[config.mk]
export PLATFORM = sky130hd
export DESIGN_NAME = lcm_unit
export DESIGN_NICKNAME = d
export VERILOG_FILES = /design/src/rtl/lcm_unit.sv
export SDC_FILE = /design/constraint.sdc
export NUM_CORES = 1
export LEC_CHECK = 0
export CAP_MARGIN = 30
export CORE_ASPECT_RATIO = 1.75
export CORE_MARGIN = 2
export CORE_UTILIZATION = 50
export DETAILED_ROUTE_END_ITERATION = 6
export PLACE_DENSITY = 0.74
export RECOVER_POWER = 25
export SYNTH_ARGS = -nofsm -noshare
export SYNTH_HDL_FRONTEND = slang
export SYNTH_SLANG_ARGS = --single-unit
[constraint.sdc]
create_clock -name clk -period 2.5 [get_ports clk]
set_clock_uncertainty 0.15 [all_clocks]
set_input_delay 0.5 -clock clk [delete_from_list [all_inputs] [get_ports clk]]
set_output_delay 0.5 -clock clk [all_outputs]
set_load 0.05 [all_outputs]
[src/rtl/lcm_unit.sv]
// Sequential LCM stage: lcm = (a / g) * b via 8-cycle restoring divide then 8-cycle shift-add multiply.
// Optional remainder check (err when g does not divide a) enabled by LCM_DIV_CHECK_EN.
module lcm_unit (
  input  logic        clk,
  input  logic        rst,
  input  logic        start,
  input  logic [7:0]  a,
  input  logic [7:0]  b,
  input  logic [7:0]  g,
  output logic [15:0] lcm,
  output logic        done,
  output logic        busy,
  output logic        err
);

  localparam int unsigned W  = 8;
  localparam int unsigned RW = 16;
  localparam int unsigned CW = 3;

  typedef enum logic [1:0] {IDLE, DIV, MUL, DONE} state_t;

  state_t          state;
  logic [CW-1:0]   cnt;
  logic [W-1:0]    dq;      // dividend shifts out the top while quotient shifts in the bottom
  logic [W:0]      rem;
  logic [W-1:0]    g_r;
  logic [RW-1:0]   mcand;
  logic [W-1:0]    mplier;
  logic [RW-1:0]   acc;

  logic [W:0]      rem_sh;
  logic [W:0]      rem_nx;
  logic            q_bit;
  logic [W-1:0]    q_nx;
  logic [RW-1:0]   acc_nx;

  // One restoring-division step and one shift-add step.
  always_comb begin
    rem_sh = (W+1)'({rem, dq[W-1]});
    q_bit  = (rem_sh >= {1'b0, g_r});
    rem_nx = q_bit ? (rem_sh - {1'b0, g_r}) : rem_sh;
    q_nx   = {dq[W-2:0], q_bit};
    acc_nx = mplier[0] ? (acc + mcand) : acc;
  end

  always_ff @(posedge clk) begin
    if (rst) begin
      state  <= IDLE;
      cnt    <= '0;
      dq     <= '0;
      rem    <= '0;
      g_r    <= '0;
      mcand  <= '0;
      mplier <= '0;
      acc    <= '0;
      lcm    <= '0;
      done   <= 1'b0;
      busy   <= 1'b0;
      err    <= 1'b0;
    end else begin
      case (state)
        IDLE: begin
          done <= 1'b0;
          if (start) begin
            dq     <= a;
            g_r    <= g;
            mcand  <= RW'(b);
            mplier <= '0;
            acc    <= '0;
            rem    <= '0;
            cnt    <= '0;
            err    <= 1'b0;
            busy   <= 1'b1;
            if (a == '0 || b == '0) begin
              lcm   <= '0;
              done  <= 1'b1;
              state <= DONE;
            end else if (g == '0) begin
              lcm   <= '0;
              err   <= 1'b1;
              done  <= 1'b1;
              state <= DONE;
            end else begin
              state <= DIV;
            end
          end
        end

        DIV: begin
          rem <= rem_nx;
          dq  <= q_nx;
          cnt <= CW'(cnt + 1'b1);
          if (cnt == CW'(W-1)) begin
`ifdef LCM_DIV_CHECK_EN
            if (rem_nx != '0) begin
              lcm   <= '0;
              err   <= 1'b1;
              done  <= 1'b1;
              state <= DONE;
            end else begin
              mplier <= q_nx;
              acc    <= '0;
              state  <= MUL;
            end
`else
            mplier <= q_nx;
            acc    <= '0;
            state  <= MUL;
`endif
          end
        end

        MUL: begin
          acc    <= acc_nx;
          mcand  <= mcand << 1;
          mplier <= mplier >> 1;
          cnt    <= CW'(cnt + 1'b1);
          if (cnt == CW'(W-1)) begin
            lcm   <= acc_nx;
            done  <= 1'b1;
            state <= DONE;
          end
        end

        DONE: begin
          done  <= 1'b0;
          busy  <= 1'b0;
          state <= IDLE;
        end

        default: state <= IDLE;
      endcase
    end
  end

endmodule
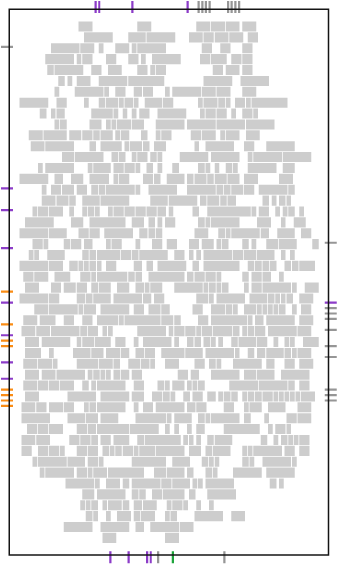
run_1/pinout.png
(4 px per um) Pins as bars across the die edge, other pins in grey.
- `lcm`: purple (pins 16; direction output; edge 7 left, 4 bottom, 4 top, 1 right)
- `done`: green (pins 1; direction output; edge bottom)
- `b`: orange (pins 8; direction input; edge left)
Die Span X: 79.46 um
Die Span Y: 136.1 um
IO Port Bufs: 45

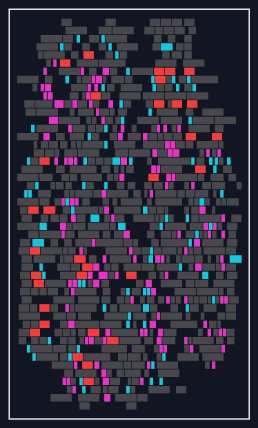
run_1/gates.png
(3 px per um)
- nand cells: magenta (cells 125; most used nand2_1; where spread over the die)
- nor cells: cyan (cells 83; most used nor2_1; where spread over the die)
- mux cells: red (cells 32; most used mux2i_1; where spread over the die)
most numerous logic cell after layout: dfxtp_1
combinational fraction of the cell area: 49.07%
post-route insts no fill: 828

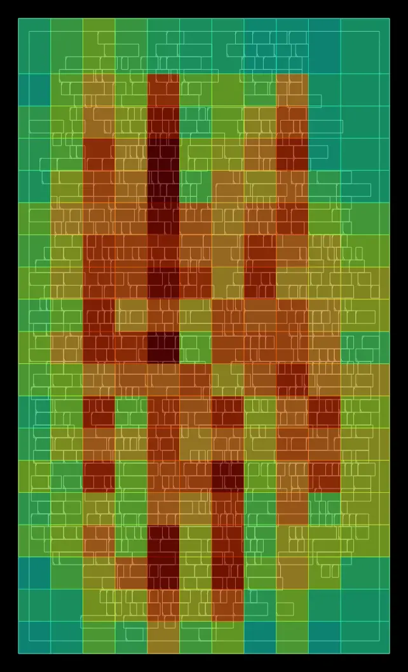
run_1/congestion_map.png
Total Routing Usage GR: 26.51%
DR WL/cell: 16.71 um
GRT busiest layer: met2
global routing usage on met2: 48.79%
GRT met1 Usage: 27.46%

==> ci_impl_report.md, run 1 <==
## PnR job results

| Metric | Value |
|---|---|
| Placed Cells | 809 |
| CTS tree | yes |
| Post-Place Setup Slack | -0.3402 ns |
| CP required | 2.63 ns |
| TNS Setup | 0 ns |
| Hold buffers post-CTS | 0 |
| Synth Area per Inst | 8.128 um^2 |
| Main area contributors after synthesis | dfxtp_1 (35%), ha_1 (7.5%), a21oi_1 (5.8%) |
| Max layer used | met4 |
| Cell area power density | 959.6 nW/um^2 |
| Slew margin rel. | 38.04% |
| Asr flop ratio synth | 0% |
| Internal power | 3.572 mW |
| Most frequent cell after synthesis | dfxtp_1 |
| Clock power share | 22.9% |
| Psw | 2.480 mW |
| Final Worst Setup Slack | 0.03768 ns |
| FP Util | 50.89% |
| Latency at later pin | 0.35 ns |
| Layout cells sized above 1 | 14.79% |
| WL met1 | 5.227 mm |
| # H-tree levels | 3 |
| Post-synthesis sequential area ratio | 35.36% |
| Setup crit end kind | register |
| Initial antenna violation count | 0 |
| Switch share | 40.98% |
| Arr. time, crit path | 2.59 ns |
| Register Area | 1767 um^2 |
| Largest net degree at the start of global routing | 32 |
| Root Buffer | clkbuf_16 |
| Final setup fails | 0 |
| Status | finished clean |
| CTS Sinks | 88 |
| Routed via count | 4865 |
| Violation tally from detailed-route iteration zero | 279 |
| Cell Type Count | 58 |
| Filler Cell Count | 831 |
| Row cnt | 48 |
| Critical path fanouts, max | 4 |
| Number of enable flip-flop cells | 0 |
| Vias in the first global route | 4878 |
| Final ANT Viol Nets | 0 |
| Clk buf depth | 2 |
| Final GP Congestion | 0.8930 |
| Most frequent cells after synthesis | dfxtp_1 (88), nand2_1 (76), nor2_1 (71) |
| Global-route wire length before repair | 22.41 mm |
| Post-DP Area | 5884 um^2 |
| Final hold violations | 0 |
| Pwr Total | 6.052 mW |
| Routed wl met2 | 7.511 mm |
| Static leakage | 2.436 nW |
| Wire length on met3 | 484 um |
-- run 1: cells in the final DEF, fill, tap and decap left out, types with 5 or more instances in the layout --
cell type / count
dfxtp_1: 86
a21oi_1: 55
inv_1: 20
nor2_1: 71
mux2i_1: 28
nand2b_1: 10
o21ai_0: 20
clkbuf_16: 9
o211ai_1: 8
buf_4: 56
a211oi_1: 16
nand2_1: 76
a22o_1: 7
xor2_1: 10
nand4_1: 7
a21o_1: 10
or4_1: 6
a22oi_1: 14
clkbuf_1: 5
nand3_1: 28
o21ai_1: 8
xnor2_1: 7
clkdlybuf4s50_1: 41
ha_1: 26
-- run 1: registers in the layout, indices dropped and copies added, names as in the netlist, 2 cells and up --
register,cells
acc,16
cnt,3
dq,8
g_r,8
lcm,16
mcand,16
mplier,8
rem,8
state,2
-- run 1: per-layer routing --
layer  vias up  global-route usage, %
met1      2328                  27.46
met3        45                  5.113
met5         -                      0
met4         0                  14.56
met2       128                  48.79
li1       2364                      -
-- run 1: worst paths after layout --
| check | startpoint | endpoint | depth (start not counted) |
|---|---|---|---|
| setup reg to reg | mcand[8]$_SDFFE_PP0P_ | acc[15]$_SDFFE_PP0P_ | 9 |
| hold reg to reg | g_r[3]$_SDFFE_PP0P_ | g_r[3]$_SDFFE_PP0P_ | 2 |
| hold / removal | g_r[3]$_SDFFE_PP0P_ | g_r[3]$_SDFFE_PP0P_ | 2 |
| setup / recovery | mcand[8]$_SDFFE_PP0P_ | acc[15]$_SDFFE_PP0P_ | 9 |
-- run 1: kinds of logic (layout without fill, tap and decap cells) --
family          count (synthesis)  in the layout  share of synthesized area [%]
flops                          88             88                          35.36
xor+xnor                       17             17                          2.988
buf+inv                        52            142                          4.395
fa+ha+maj                      32             32                          8.338
simple gates                  223            223                          20.34
compound gates                169            169                          22.05
mux                            32             32                          6.529
-- run 1: area by class of cell --
class	count	share of cell area, %
clock buffer	14	4.187
clock inverter	2	0.5952
inverter	21	1.310
multi-input combinational	473	49.07
sequential	88	28.02
tap	125	2.480
timing repair buffer	105	14.35
-- run 1: what timing repair did --
action	CTS	global route
setup buffers	2	2
pin swaps	2	11
gates resized	3	23
setup endpoints to repair	20	28
cloned	0	0
-- run 1: critical path, stage by stage (launching register included) --
cell and delay [ns]:
dfxtp_1 0.33, ha_1 0.33, buf_4 0.16, a21oi_2 0.15
o21ai_0 0.16, a31oi_2 0.29, a21o_1 0.16, o211ai_1 0.15
or2_2 0.33, a31oi_1 0.17
-- run 1: power by group through the flow --
stage | sequential, mW | combinational, mW | clock, mW
after floorplan | 1.79 | 1.94 | 0
after global placement | 1.79 | 2.75 | 0
after detailed placement | 1.80 | 2.83 | 0
after CTS | 1.77 | 2.84 | 1.40
after global routing | 1.80 | 3.17 | 1.46
final | 1.78 | 2.89 | 1.38
run_1/closeup.png
Region (27, 28) to (52, 53) um. Cells in grey, sequential cells in the stronger grey; small squares are vias.
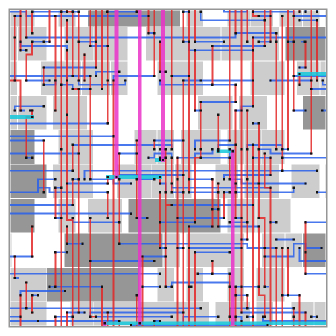

--- run 2 (diff from run 1) ---
--- a/config.mk
+++ b/config.mk
@@ -5,12 +5,11 @@
 export SDC_FILE = /design/constraint.sdc
 export NUM_CORES = 1
 export LEC_CHECK = 0
-export CAP_MARGIN = 30
+export CAP_MARGIN = 20
 export CORE_ASPECT_RATIO = 1.75
 export CORE_MARGIN = 2
-export CORE_UTILIZATION = 50
+export CORE_UTILIZATION = 38
 export DETAILED_ROUTE_END_ITERATION = 6
-export PLACE_DENSITY = 0.74
 export RECOVER_POWER = 25
 export SYNTH_ARGS = -nofsm -noshare
 export SYNTH_HDL_FRONTEND = slang
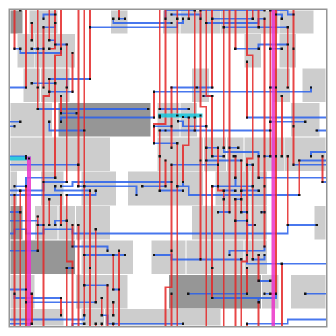
run_2/closeup.png
Region (33, 34) to (58, 59) um. Cells in grey, sequential cells in the stronger grey; small squares are vias.
- M1: blue
- M3: cyan
- M4: magenta
- M2: red
- most frequent: nand2_1 (7)
- netlist names of flops here include: `acc` (2), `state` (1)
- cells with their middle in the window: 48
- sequential cells in the window: 3

==> run 2 against run 1 <==
Cell area is 1.2% higher. Power increased by 1.1%. Cell count increased by 5.9%. Register-to-register slack is essentially flat. Synthesized area stayed put. First-iteration DRC count shrank 23%. Critical path depth unchanged. Core utilization shrank 15 points. Global-route usage down 6.4 points. Fmax fell by 0.48%. Via count shrank 2.8%.
==> ci_impl_report.md, run 2 <==
## PnR job results

| Metric | Value |
|---|---|
| Status | finished clean |
| Number of enable flip-flop cells | 0 |
| Slowest stage delay, CP | 0.39 ns |
| Post-synthesis sequential area ratio | 35.36% |
| Most numerous logic cell after layout | dfxtp_1 |
| Main area contributors after synthesis | dfxtp_1 (35%), ha_1 (7.5%), a21oi_1 (5.8%) |
| CP max-delay cell | fa_2 |
| Post-route insts no fill | 877 |
| Vias in the first global route | 4736 |
| Largest delay contributor family on the critical path | AND-OR/OR-AND gates |
| Static leakage | 2.457 nW |
| Final Worst Setup Slack | 0.02591 ns |
| Die Span X | 90.56 um |
| CP required | 2.59 ns |
| Total Routing Usage GR | 20.06% |
| Largest net degree at the start of global routing | 32 |
| Cell chain of the critical path | ha_4 > fa_2 > a21o_1 > a21o_1 > a21oi_2 > o21bai_1 > xor2_1 > mux2_4 > a41o_1 |
| DR WL/cell | 15.71 um |
| Most frequent cells after synthesis | dfxtp_1 (88), nand2_1 (76), nor2_1 (71) |
| Wire length on met3 | 501 um |
| Top Registers | acc (16), lcm (16), mcand (16) |
| Root Buffer | clkbuf_16 |
| Die Span Y | 155.5 um |
| Placed Cells | 860 |
| Final ANT Viol Nets | 0 |
| Slew margin rel. | 39.44% |
| Row cnt | 55 |
| Arr. time, crit path | 2.56 ns |
| WL met1 | 5.403 mm |
| Final setup fails | 0 |
| Cell Type Count | 58 |
| CTS tree | yes |
| Setup crit end kind | register |
| Most frequent cell after synthesis | dfxtp_1 |
| Synth Area per Inst | 8.128 um^2 |
| Post-Place Setup Slack | -0.3555 ns |
| Asr flop ratio synth | 0% |
| Hold buffers post-CTS | 0 |
| CP Buf/Inv Count | 0 |
| # H-tree levels | 3 |
| Top Layout Cells | dfxtp_1 (86), nand2_1 (76), nor2_1 (71), buf_4 (59), a21oi_1 (57) |
| Max layer used | met4 |
| Initial antenna violation count | 0 |
| FP Util | 38.72% |
| Latency at later pin | 0.35 ns |
| Cell area power density | 958.5 nW/um^2 |
| Global-route wire length before repair | 22.71 mm |
| Final hold violations | 0 |
==> run 2: cells by family after synthesis <==
family,share of synthesized area (%)
compound gates,22.05
xor+xnor,2.988
fa+ha+maj,8.338
buf+inv,4.395
flops,35.36
mux,6.529
simple gates,20.34
==> run 2: per-stage QoR <==
step	setup TNS [ns]	instance area [um^2]	util (%)	hold WS, ns
6_report	0	6384	49.61	0.3040
3_3_place_gp	-4.468	5979	46.47	0.2893
2_1_floorplan	0	4982	-	0.2820
5_1_grt	-0.08732	6384	49.61	0.3249
4_1_cts	0	6311	49.04	0.3060
3_5_place_dp	-4.988	5979	46.47	0.2968
==> run 2: per-layer routing <==
layer / vias to the layer above / global-route usage, %
met2: 99 / 37.03
met5: - / 0
li1: 2375 / -
met3: 32 / 3.390
met1: 2221 / 21.51
met4: 0 / 10.84
==> run 2: path summary, 6_finish.rpt <==
check                           cells after the start                     end              startpoint
worst min register to register                      2  mplier[5]$_SDFFE_PP0P_  mplier[5]$_SDFFE_PP0P_
worst max register to register                      9     lcm[6]$_SDFFE_PP0P_     acc[0]$_SDFFE_PP0P_
worst min-delay path                                2  mplier[5]$_SDFFE_PP0P_  mplier[5]$_SDFFE_PP0P_
worst max-delay path                                9     lcm[6]$_SDFFE_PP0P_     acc[0]$_SDFFE_PP0P_
==> run 2: worst min-delay path, delay by kind of cell, from the launching register on <==
kind,cells,cell delay (ns)
and+or+nand+nor,1,0.05
DFF,1,0.31
AOI/OAI and AO/OA,1,0.05
==> run 2: cell type report <==
| type | instances | area [um^2] |
|---|---|---|
| Fill cell | 1271 | 6485 |
| Multi-Input combinational cell | 473 | 3082 |
| Sequential cell | 88 | 1764 |
| Timing Repair Buffer | 109 | 924.6 |
| Clock buffer | 10 | 239.0 |
| Tap cell | 171 | 214.0 |
| Clock inverter | 5 | 81.33 |
| Inverter | 21 | 78.83 |
==> run 2: power by group <==
| group | leakage (nW) | internal [mW] | switching (mW) |
|---|---|---|---|
| registers | 0.716 | 1.60 | 0.171 |
| logic | 1.59 | 1.15 | 1.74 |
| clock network | 0.155 | 0.897 | 0.562 |
| total | 2.46 | 3.65 | 2.47 |
==> run 2: repair_timing <==
item                       CTS  global route
gates resized                4            16
pin swaps                    1             8
setup buffers                0             2
setup endpoints to repair    8            18
No activity file was given, so power comes from the tool's default toggle rates.
